<file path="src/rtl/mips_isa_pkg.sv">
// Shared MIPS ISA constants: request op enum, opcodes, funct codes, field positions
// and word-packing helpers. The control-unit decode uses the same constants.
package mips_isa_pkg;

  typedef enum logic [3:0] {
    OP_ADD  = 4'd0,
    OP_SUB  = 4'd1,
    OP_AND  = 4'd2,
    OP_OR   = 4'd3,
    OP_XOR  = 4'd4,
    OP_NOR  = 4'd5,
    OP_SLT  = 4'd6,
    OP_SLL  = 4'd7,
    OP_SRL  = 4'd8,
    OP_LW   = 4'd9,
    OP_SW   = 4'd10,
    OP_BEQ  = 4'd11,
    OP_J    = 4'd12,
    OP_ADDI = 4'd13
  } in_op_e;

  localparam logic [5:0] OPC_R    = 6'h00;
  localparam logic [5:0] OPC_LW   = 6'h23;
  localparam logic [5:0] OPC_SW   = 6'h2B;
  localparam logic [5:0] OPC_BEQ  = 6'h04;
  localparam logic [5:0] OPC_J    = 6'h02;
  localparam logic [5:0] OPC_ADDI = 6'h08;

  localparam logic [5:0] FN_ADD = 6'h20;
  localparam logic [5:0] FN_SUB = 6'h22;
  localparam logic [5:0] FN_AND = 6'h24;
  localparam logic [5:0] FN_OR  = 6'h25;
  localparam logic [5:0] FN_XOR = 6'h26;
  localparam logic [5:0] FN_NOR = 6'h27;
  localparam logic [5:0] FN_SLT = 6'h2A;
  localparam logic [5:0] FN_SLL = 6'h00;
  localparam logic [5:0] FN_SRL = 6'h02;

  localparam int unsigned OP_LSB    = 26;
  localparam int unsigned RS_LSB    = 21;
  localparam int unsigned RT_LSB    = 16;
  localparam int unsigned RD_LSB    = 11;
  localparam int unsigned SHAMT_LSB = 6;
  localparam int unsigned FUNCT_LSB = 0;
  localparam int unsigned IMM_LSB   = 0;
  localparam int unsigned TGT_LSB   = 0;

  function automatic logic [31:0] pack_r(input logic [4:0] rs, input logic [4:0] rt,
                                         input logic [4:0] rd, input logic [4:0] shamt,
                                         input logic [5:0] funct);
    logic [31:0] w;
    w = '0;
    w[OP_LSB    +: 6] = OPC_R;
    w[RS_LSB    +: 5] = rs;
    w[RT_LSB    +: 5] = rt;
    w[RD_LSB    +: 5] = rd;
    w[SHAMT_LSB +: 5] = shamt;
    w[FUNCT_LSB +: 6] = funct;
    return w;
  endfunction

  function automatic logic [31:0] pack_i(input logic [5:0] opc, input logic [4:0] rs,
                                         input logic [4:0] rt, input logic [15:0] imm);
    logic [31:0] w;
    w = '0;
    w[OP_LSB  +: 6]  = opc;
    w[RS_LSB  +: 5]  = rs;
    w[RT_LSB  +: 5]  = rt;
    w[IMM_LSB +: 16] = imm;
    return w;
  endfunction

  function automatic logic [31:0] pack_j(input logic [25:0] target);
    logic [31:0] w;
    w = '0;
    w[OP_LSB  +: 6]  = OPC_J;
    w[TGT_LSB +: 26] = target;
    return w;
  endfunction

endpackage

</file>
<file path="src/rtl/sync_fifo.sv">
// Single-clock FIFO with full/empty flags; push when full and pop when empty are ignored.
module sync_fifo #(
  parameter int unsigned WIDTH = 32,
  parameter int unsigned DEPTH = 4
) (
  input  logic             clk,
  input  logic             rst_n,
  input  logic             push,
  input  logic [WIDTH-1:0] din,
  input  logic             pop,
  output logic [WIDTH-1:0] dout,
  output logic             full,
  output logic             empty
);

  localparam int unsigned AW = (DEPTH > 1) ? $clog2(DEPTH) : 1;
  localparam logic [AW:0] FULL_OCC = (AW+1)'(DEPTH);

  logic [WIDTH-1:0] mem [DEPTH];
  logic [AW-1:0]    wr_ptr, rd_ptr;
  logic [AW:0]      occ;
  logic             do_push, do_pop;

  assign full    = (occ == FULL_OCC);
  assign empty   = (occ == '0);
  assign do_push = push && !full;
  assign do_pop  = pop && !empty;
  assign dout    = mem[rd_ptr];

  always_ff @(posedge clk) begin
    if (do_push) mem[wr_ptr] <= din;
  end

  always_ff @(posedge clk or negedge rst_n) begin
    if (!rst_n) begin
      wr_ptr <= '0;
      rd_ptr <= '0;
      occ    <= '0;
    end else begin
      if (do_push) wr_ptr <= wr_ptr + 1'b1;
      if (do_pop)  rd_ptr <= rd_ptr + 1'b1;
      case ({do_push, do_pop})
        2'b10:   occ <= occ + 1'b1;
        2'b01:   occ <= occ - 1'b1;
        default: occ <= occ;
      endcase
    end
  end

endmodule

</file>
<file path="src/rtl/instr_encoder_loader.sv">
// Packs field-level MIPS requests into 32-bit words and streams them into instruction
// memory from BASE_ADDR. Optional request checking: define INSTR_ENC_CHECK_EN.
module instr_encoder_loader
  import mips_isa_pkg::*;
#(
  parameter int unsigned DEPTH     = 4,
  parameter int unsigned ADDR_W    = 10,
  parameter int unsigned BASE_ADDR = 0
) (
  input  logic              clk,
  input  logic              rst_n,
  input  logic              start,
  input  logic              in_valid,
  output logic              in_ready,
  input  logic [3:0]        in_op,
  input  logic [4:0]        in_rs,
  input  logic [4:0]        in_rt,
  input  logic [4:0]        in_rd,
  input  logic [4:0]        in_shamt,
  input  logic [15:0]       in_imm,
  input  logic [25:0]       in_target,
  input  logic              in_last,
  output logic              mem_we,
  output logic [ADDR_W-1:0] mem_addr,
  output logic [31:0]       mem_wdata,
  input  logic              mem_ready,
  output logic              busy,
  output logic              done,
  output logic [ADDR_W:0]   count,
  output logic              err
);

  typedef enum logic [1:0] {S_IDLE, S_RUN, S_DONE} state_e;

  state_e      state, state_nxt;
  logic        last_seen;
  logic        fifo_full, fifo_empty, fifo_push;
  logic        accept, mem_pop, start_run;
  logic [31:0] enc_word;

  assign accept    = in_valid && in_ready;
  assign mem_pop   = mem_we && mem_ready;
  assign start_run = (state == S_IDLE) && start;

  // Shifts take rs as 0; other R-types take shamt as 0.
  always_comb begin
    enc_word = '0;
    case (in_op)
      OP_ADD:  enc_word = pack_r(in_rs, in_rt, in_rd, 5'd0, FN_ADD);
      OP_SUB:  enc_word = pack_r(in_rs, in_rt, in_rd, 5'd0, FN_SUB);
      OP_AND:  enc_word = pack_r(in_rs, in_rt, in_rd, 5'd0, FN_AND);
      OP_OR:   enc_word = pack_r(in_rs, in_rt, in_rd, 5'd0, FN_OR);
      OP_XOR:  enc_word = pack_r(in_rs, in_rt, in_rd, 5'd0, FN_XOR);
      OP_NOR:  enc_word = pack_r(in_rs, in_rt, in_rd, 5'd0, FN_NOR);
      OP_SLT:  enc_word = pack_r(in_rs, in_rt, in_rd, 5'd0, FN_SLT);
      OP_SLL:  enc_word = pack_r(5'd0, in_rt, in_rd, in_shamt, FN_SLL);
      OP_SRL:  enc_word = pack_r(5'd0, in_rt, in_rd, in_shamt, FN_SRL);
      OP_LW:   enc_word = pack_i(OPC_LW, in_rs, in_rt, in_imm);
      OP_SW:   enc_word = pack_i(OPC_SW, in_rs, in_rt, in_imm);
      OP_BEQ:  enc_word = pack_i(OPC_BEQ, in_rs, in_rt, in_imm);
      OP_J:    enc_word = pack_j(in_target);
      OP_ADDI: enc_word = pack_i(OPC_ADDI, in_rs, in_rt, in_imm);
      default: enc_word = '0;
    endcase
  end

`ifdef INSTR_ENC_CHECK_EN
  logic req_bad;
  logic err_q;

  assign req_bad   = (in_op >= 4'd14) || ((in_op <= OP_SLT) && (in_shamt != '0));
  assign fifo_push = accept && !req_bad;

  always_ff @(posedge clk or negedge rst_n) begin
    if (!rst_n)                err_q <= 1'b0;
    else if (start_run)        err_q <= 1'b0;
    else if (accept && req_bad) err_q <= 1'b1;
  end

  assign err = err_q;
`else
  assign fifo_push = accept;
  assign err       = 1'b0;
`endif

  sync_fifo #(
    .WIDTH (32),
    .DEPTH (DEPTH)
  ) u_fifo (
    .clk   (clk),
    .rst_n (rst_n),
    .push  (fifo_push),
    .din   (enc_word),
    .pop   (mem_pop),
    .dout  (mem_wdata),
    .full  (fifo_full),
    .empty (fifo_empty)
  );

  always_ff @(posedge clk or negedge rst_n) begin
    if (!rst_n) state <= S_IDLE;
    else        state <= state_nxt;
  end

  // An empty FIFO implies no write is outstanding: mem_we only asserts when non-empty.
  always_comb begin
    state_nxt = state;
    case (state)
      S_IDLE:  if (start) state_nxt = S_RUN;
      S_RUN:   if (last_seen && fifo_empty) state_nxt = S_DONE;
      S_DONE:  state_nxt = S_IDLE;
      default: state_nxt = S_IDLE;
    endcase
  end

  always_comb begin
    busy     = (state != S_IDLE);
    done     = (state == S_DONE);
    in_ready = (state == S_RUN) && !fifo_full && !last_seen;
    mem_we   = (state == S_RUN) && !fifo_empty;
  end

  always_ff @(posedge clk or negedge rst_n) begin
    if (!rst_n) begin
      mem_addr  <= ADDR_W'(BASE_ADDR);
      count     <= '0;
      last_seen <= 1'b0;
    end else if (start_run) begin
      mem_addr  <= ADDR_W'(BASE_ADDR);
      count     <= '0;
      last_seen <= 1'b0;
    end else begin
      if (mem_pop) begin
        mem_addr <= mem_addr + 1'b1;
        if (count != '1) count <= count + 1'b1;
      end
      if (accept && in_last) last_seen <= 1'b1;
    end
  end

endmodule

</file>
<file path="config.mk">
export PLATFORM = sky130hd
export DESIGN_NAME = instr_encoder_loader
export DESIGN_NICKNAME = d
export VERILOG_FILES = /design/src/rtl/mips_isa_pkg.sv /design/src/rtl/sync_fifo.sv /design/src/rtl/instr_encoder_loader.sv
export SDC_FILE = /design/constraint.sdc
export NUM_CORES = 1
export LEC_CHECK = 0
export ABC_AREA = 1
export CORE_MARGIN = 1.5
export CORE_UTILIZATION = 48
export DETAILED_ROUTE_END_ITERATION = 10
export GPL_ROUTABILITY_DRIVEN = 0
export PLACE_DENSITY = 0.73
export REMOVE_ABC_BUFFERS = 1
export SYNTH_ARGS = -nofsm -noshare
export SYNTH_HDL_FRONTEND = slang
export SYNTH_HIERARCHICAL = 1
export SYNTH_SLANG_ARGS = --single-unit
</file>
<file path="constraint.sdc">
create_clock -name clk -period 6.15 [get_ports clk]
set_input_delay 0.615 -clock clk [delete_from_list [all_inputs] [get_ports clk]]
set_output_delay 0.615 -clock clk [all_outputs]
set_load 0.02 [all_outputs]
</file>
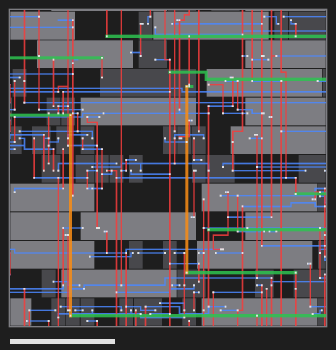
Fig. 1. Layout detail.
The bar under the picture is 10 um long. Window x 49 to 79, y 49 to 79 um. Cells in grey, sequential cells in the stronger grey; small squares are vias.
| layer | colour |
|---|---|
| metal 2 | red |
| metal 1 | blue |
| metal 3 | green |
| metal 4 | orange |
sequential cells in the window: 17
netlist names of flops here include: u_fifo/mem (14), u_fifo/rd_ptr (2)
cells with their middle in the window: 53
most frequent: nand2_1 (17), edfxtp_1 (14), inv_1 (8)

==> reports/qor.yml <==
ant_nets: 0
async_reset_ff_share_pct: 19.50
cts_setup_buffers: 0
crit_start: "u_fifo/rd_ptr[0]"
antenna_found_initial: 0
fin_ws_ps: 2658
top_cell: "sky130_fd_sc_hd__nand2_1"
cts-htree-levels: 4
openroad.warnings: 28
num-nets-final: 953
diodes: 0
layout.cell_area.non_filler_um2: 9503
report.final.slew_viol_count: 0
ys.flop_type: "sky130_fd_sc_hd__edfxtp_1"
timing.critical_path.mode_cell: "sky130_fd_sc_hd__nand2_1"
drt_iter0_markers: 327
detailed_place_hpwl_um: 10170
dpl_cell_area_um2: 8940
pin_count_of_the_biggest_net_entering_global_routing: 99
ys_top_logic_family: "simple AND/OR/NAND/NOR gates"
drt-pass1-iter-count: 5
synth-adder-area-share_pct: 1.428
run_status: "finished, final reports clean"
tritoncts: "built"
cts_hold_buffers: 0
grt_pass1_wl_um: 24710
pwr_density_cell_nw_per_um2: 417.5
clock-skew-final_ps: 10.16
netlist_top_cells_count: "sky130_fd_sc_hd__nand2_1, sky130_fd_sc_hd__edfxtp_1, sky130_fd_sc_hd__inv_1, sky130_fd_sc_hd__o211ai_1, sky130_fd_sc_hd__nand3_1"
setup_total_negative_slack_ps: 0
yosys_area_um2: 7537
xor_share_pct: 0.4648
syn_to_final_growth_pct: 26.08
critical_path.reg2reg.startpoint: "u_fifo/occ[0]"
post_synth_instance_area_um2: 7537
cts.sink_count: 159
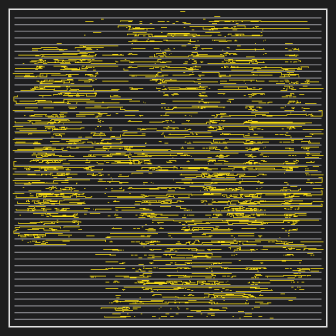
Fig. 2. Metal 1.
Supply wires on this layer in grey.
nets with wire on the layer: 842
share of all routed wire: 44%
longest straight run: 55.2 um
main direction: horizontal
number of vias in the routed layout: 5,396
grt met1 use: 25.11%
Detailed Route WL: 15,400 um

final cells by class:
class                      instances  area [um2]
inverter                         115       440.4
tap                              211       264.0
clock buffer                      17       425.4
clock inverter                    15       137.6
timing repair buffer             132        1311
sequential                       159        4619
fill                            1240        5756
multi-input combinational        448        2305
flip-flops by register name (all words and copies together) (netlist names):
| register | flops |
|---|---|
| u_fifo/rd_ptr | 2 |
| u_fifo/occ | 3 |
| mem_addr | 10 |
| state | 2 |
| u_fifo/mem | 128 |
| last_seen | 1 |
| u_fifo/wr_ptr | 2 |
| count | 11 |
worst max-delay path by stage:
stage	cells after the start	endpoint	slack, ps
after floorplan	7	u_fifo/mem[0][0]	3000
after global placement	5	mem_wdata[4]	3200
after detailed placement	6	mem_wdata[29]	3120
after CTS	6	mem_wdata[29]	2670
after global routing	6	mem_wdata[29]	2470
final	6	mem_wdata[29]	2660
power by group:
| group | total, mW | switching, mW | internal, mW |
|---|---|---|---|
| clock | 0.967 | 0.407 | 0.560 |
| sequential | 1.43 | 0.0741 | 1.35 |
| combinational | 1.57 | 0.972 | 0.602 |
worst reg2reg max path, stage by stage, from the launching register on:
cell                      delay [ps]
sky130_fd_sc_hd__dfrtp_1         370
sky130_fd_sc_hd__inv_1            90
sky130_fd_sc_hd__nand3_1         140
sky130_fd_sc_hd__inv_1            70
sky130_fd_sc_hd__nor3_2          270
sky130_fd_sc_hd__and2_1          250
sky130_fd_sc_hd__nand2_1         300
sky130_fd_sc_hd__nor2_4          950
routing by layer:
metal	GRT usage, %	share of wire (%)	up-vias
li1	-	-	2744
met1	25.11	44	2478
met2	33.11	48	164
met3	4.758	7.0	10
met4	4.560	0.69	0
met5	0	0	-
No activity file was given, so power comes from the tool's default toggle rates.
